`config.mk`:
```
export PLATFORM = sky130hd
export DESIGN_NAME = multi_chan_pwm
export DESIGN_NICKNAME = d
export VERILOG_FILES = /design/src/rtl/multi_chan_pwm.sv
export SDC_FILE = /design/constraint.sdc
export NUM_CORES = 1
export LEC_CHECK = 0
export CELL_PAD_IN_SITES_DETAIL_PLACEMENT = 1
export CELL_PAD_IN_SITES_GLOBAL_PLACEMENT = 2
export CORE_MARGIN = 4
export CORE_UTILIZATION = 34
export CTS_BUF_LIST = sky130_fd_sc_hd__clkbuf_16
export CTS_CLUSTER_SIZE = 8
export DETAILED_ROUTE_END_ITERATION = 16
export GPL_TIMING_DRIVEN = 0
export HOLD_SLACK_MARGIN = 0.02
export PLACE_DENSITY = 0.78
export RECOVER_POWER = 50
export SYNTH_ARGS = -nofsm -noshare
export SYNTH_HDL_FRONTEND = slang
export SYNTH_SLANG_ARGS = --single-unit
```
`constraint.sdc`:
```
create_clock -name clk -period 1.5 [get_ports clk]
set_input_delay 0.225 -clock clk [delete_from_list [all_inputs] [get_ports clk]]
set_output_delay 0.225 -clock clk [all_outputs]
set_load 0.03 [all_outputs]
```
`src/rtl/multi_chan_pwm.sv`:
```
// N-channel PWM generator with one shared period counter.
// Duty and period changes take effect only at a period boundary, so reprogramming cannot glitch.
module multi_chan_pwm #(
  parameter int unsigned WIDTH = 8,
  parameter int unsigned NCH   = 2
) (
  input  logic                 clk,
  input  logic                 rst_n,
  input  logic                 en,
  input  logic [WIDTH-1:0]     period,
  input  logic [NCH*WIDTH-1:0] duty,
  input  logic                 load,
  output logic [NCH-1:0]       pwm_out,
  output logic                 cycle_start
);

  logic [WIDTH-1:0] cnt_q;
  logic [WIDTH-1:0] period_act_q;
  logic [WIDTH-1:0] duty_sh_q  [NCH];
  logic [WIDTH-1:0] duty_act_q [NCH];
  logic [WIDTH-1:0] duty_nxt   [NCH];
  logic [NCH-1:0]   pwm_d;
  logic             boundary;
  logic             reload;

  always_comb begin
    boundary = en && (cnt_q == period_act_q);
    // Active values are transparent while disabled and latched once per period while running.
    reload   = !en || boundary;
    for (int unsigned i = 0; i < NCH; i++) begin
      duty_nxt[i] = load ? duty[i*WIDTH +: WIDTH] : duty_sh_q[i];
      pwm_d[i]    = en && (cnt_q < duty_act_q[i]);
    end
  end

  always_ff @(posedge clk or negedge rst_n) begin
    if (!rst_n) begin
      cnt_q        <= '0;
      period_act_q <= '1;
      pwm_out      <= '0;
      cycle_start  <= 1'b0;
    end else begin
      pwm_out     <= pwm_d;
      cycle_start <= en && (cnt_q == '0);
      if (reload) begin
        cnt_q        <= '0;
        period_act_q <= period;
      end else begin
        cnt_q <= cnt_q + WIDTH'(1);
      end
    end
  end

  always_ff @(posedge clk or negedge rst_n) begin
    if (!rst_n) begin
      for (int unsigned i = 0; i < NCH; i++) begin
        duty_sh_q[i]  <= '0;
        duty_act_q[i] <= '0;
      end
    end else begin
      for (int unsigned i = 0; i < NCH; i++) begin
        if (load) begin
          duty_sh_q[i] <= duty[i*WIDTH +: WIDTH];
        end
        if (reload) begin
          duty_act_q[i] <= duty_nxt[i];
        end
      end
    end
  end

endmodule

```
Fig. 1: M1 wires
Drawn at 4 px/um.
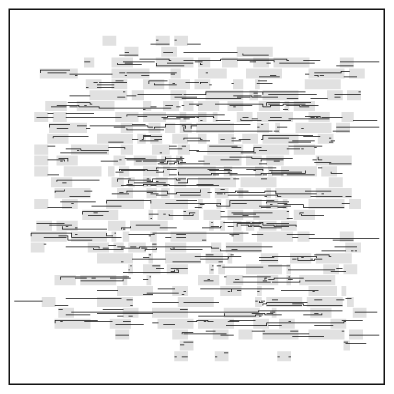
- main direction: horizontal
- wire length on this layer: 2450 um
- nets with wire on the layer: 257

Fig. 2: M2 wires
Drawn at 4 px/um.
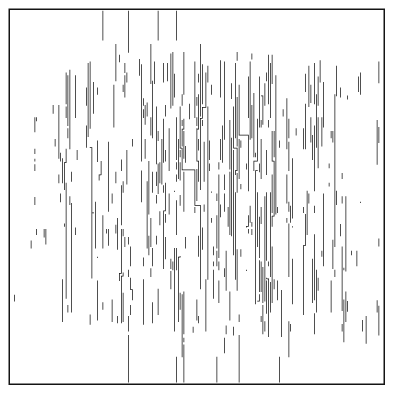
- wire length on this layer: 2680 um
- main direction: vertical
- longest straight run: 43.2 um
- share of all routed wire: 50%
- nets with wire on the layer: 264

==> results.yml <==
# flow metrics
worst_setup_path:
  crit_fanout: 5
  r2r_end: "duty_act_q[4]"
  cp-endpoint: "duty_act_q[4]"
  cpLargestDelayFamily: "flip-flops"
cells_and_area:
  num-fill-cells: 712
  n_antenna_cell: 0
  final_cell_mix: "dfrtp_1 (35), clkdlybuf4s50_1 (25), mux2_4 (22), inv_1 (19), ha_1 (10)"
  lay_top_count: "dfrtp_1"
  inverters_excl_clock: 18
cts:
  clk_pin_slew_ps: 70
  post_cts_buffers: 13
  cts_sinks: 51
  hold_buffers: 1
  clockRootBuffer: "clkbuf_16"
  cts_resized: 36
final_timing:
  fmax_mhz: 578
  fin_ws_ps: -230
  finClkSkew_ps: 7.54
  finalSetupViolCount: 34
drt:
  met2_length_mm: 2.68
  dr.first_iter.drc_count: 33
  detail-route-antenna-nets: 0
global_routing:
  use_met2_pct: 22.4
  antenna_found_initial: 0
  met3_usage_pct: 2.57
  use_met1_pct: 17.9
outcome:
  status: "finished, violations left"
  violations: "negative setup slack"
floorplan:
  die_x_um: 93.4
  die_h_um: 93.4
place:
  io_buffers: 29
job:
  warning_count: 30
yosys:
  syn_area_per_cell_um2: 13.5
  area_leaders: "dfrtp_1 (43%), mux2_4 (12%), mux2_2 (9.1%), dfstp_2 (8.5%), ha_1 (8.1%)"
Fig. 3: the metal 3 layer
Drawn at 3 px/um.
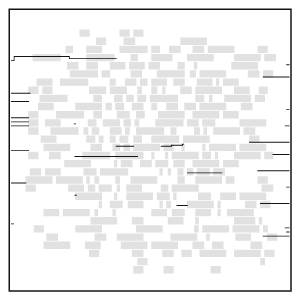
- wire length on this layer: 189 um
- main direction: horizontal
- nets with wire on the layer: 23
- longest straight run: 20.9 um

## logic make-up (layout without fill, tap and decap cells)
logic type | Yosys count | count (layout)
muxes | 40 | 40
AOI/OAI and AO/OA | 13 | 13
adders and majority gates | 16 | 16
and+or+nand+nor | 27 | 27
xor gates and xnor gates | 14 | 14
buffers and inverters | 23 | 79
DFF | 51 | 51
## registers in the layout, indices dropped and copies added, names as in the netlist
register      count
cycle_start       1
duty_act_q       16
duty_sh_q        16
cnt_q             8
pwm_out           2
period_act_q      8
## report_power, final
group | switching (uW) | internal (uW) | leakage, uW
registers | 83.8 | 1540 | 0.000592
logic | 255 | 367 | 0.000854
clock network | 499 | 605 | 0.0000724
total | 837 | 2510 | 0.00152
Power is estimated from default activity; no workload was simulated.
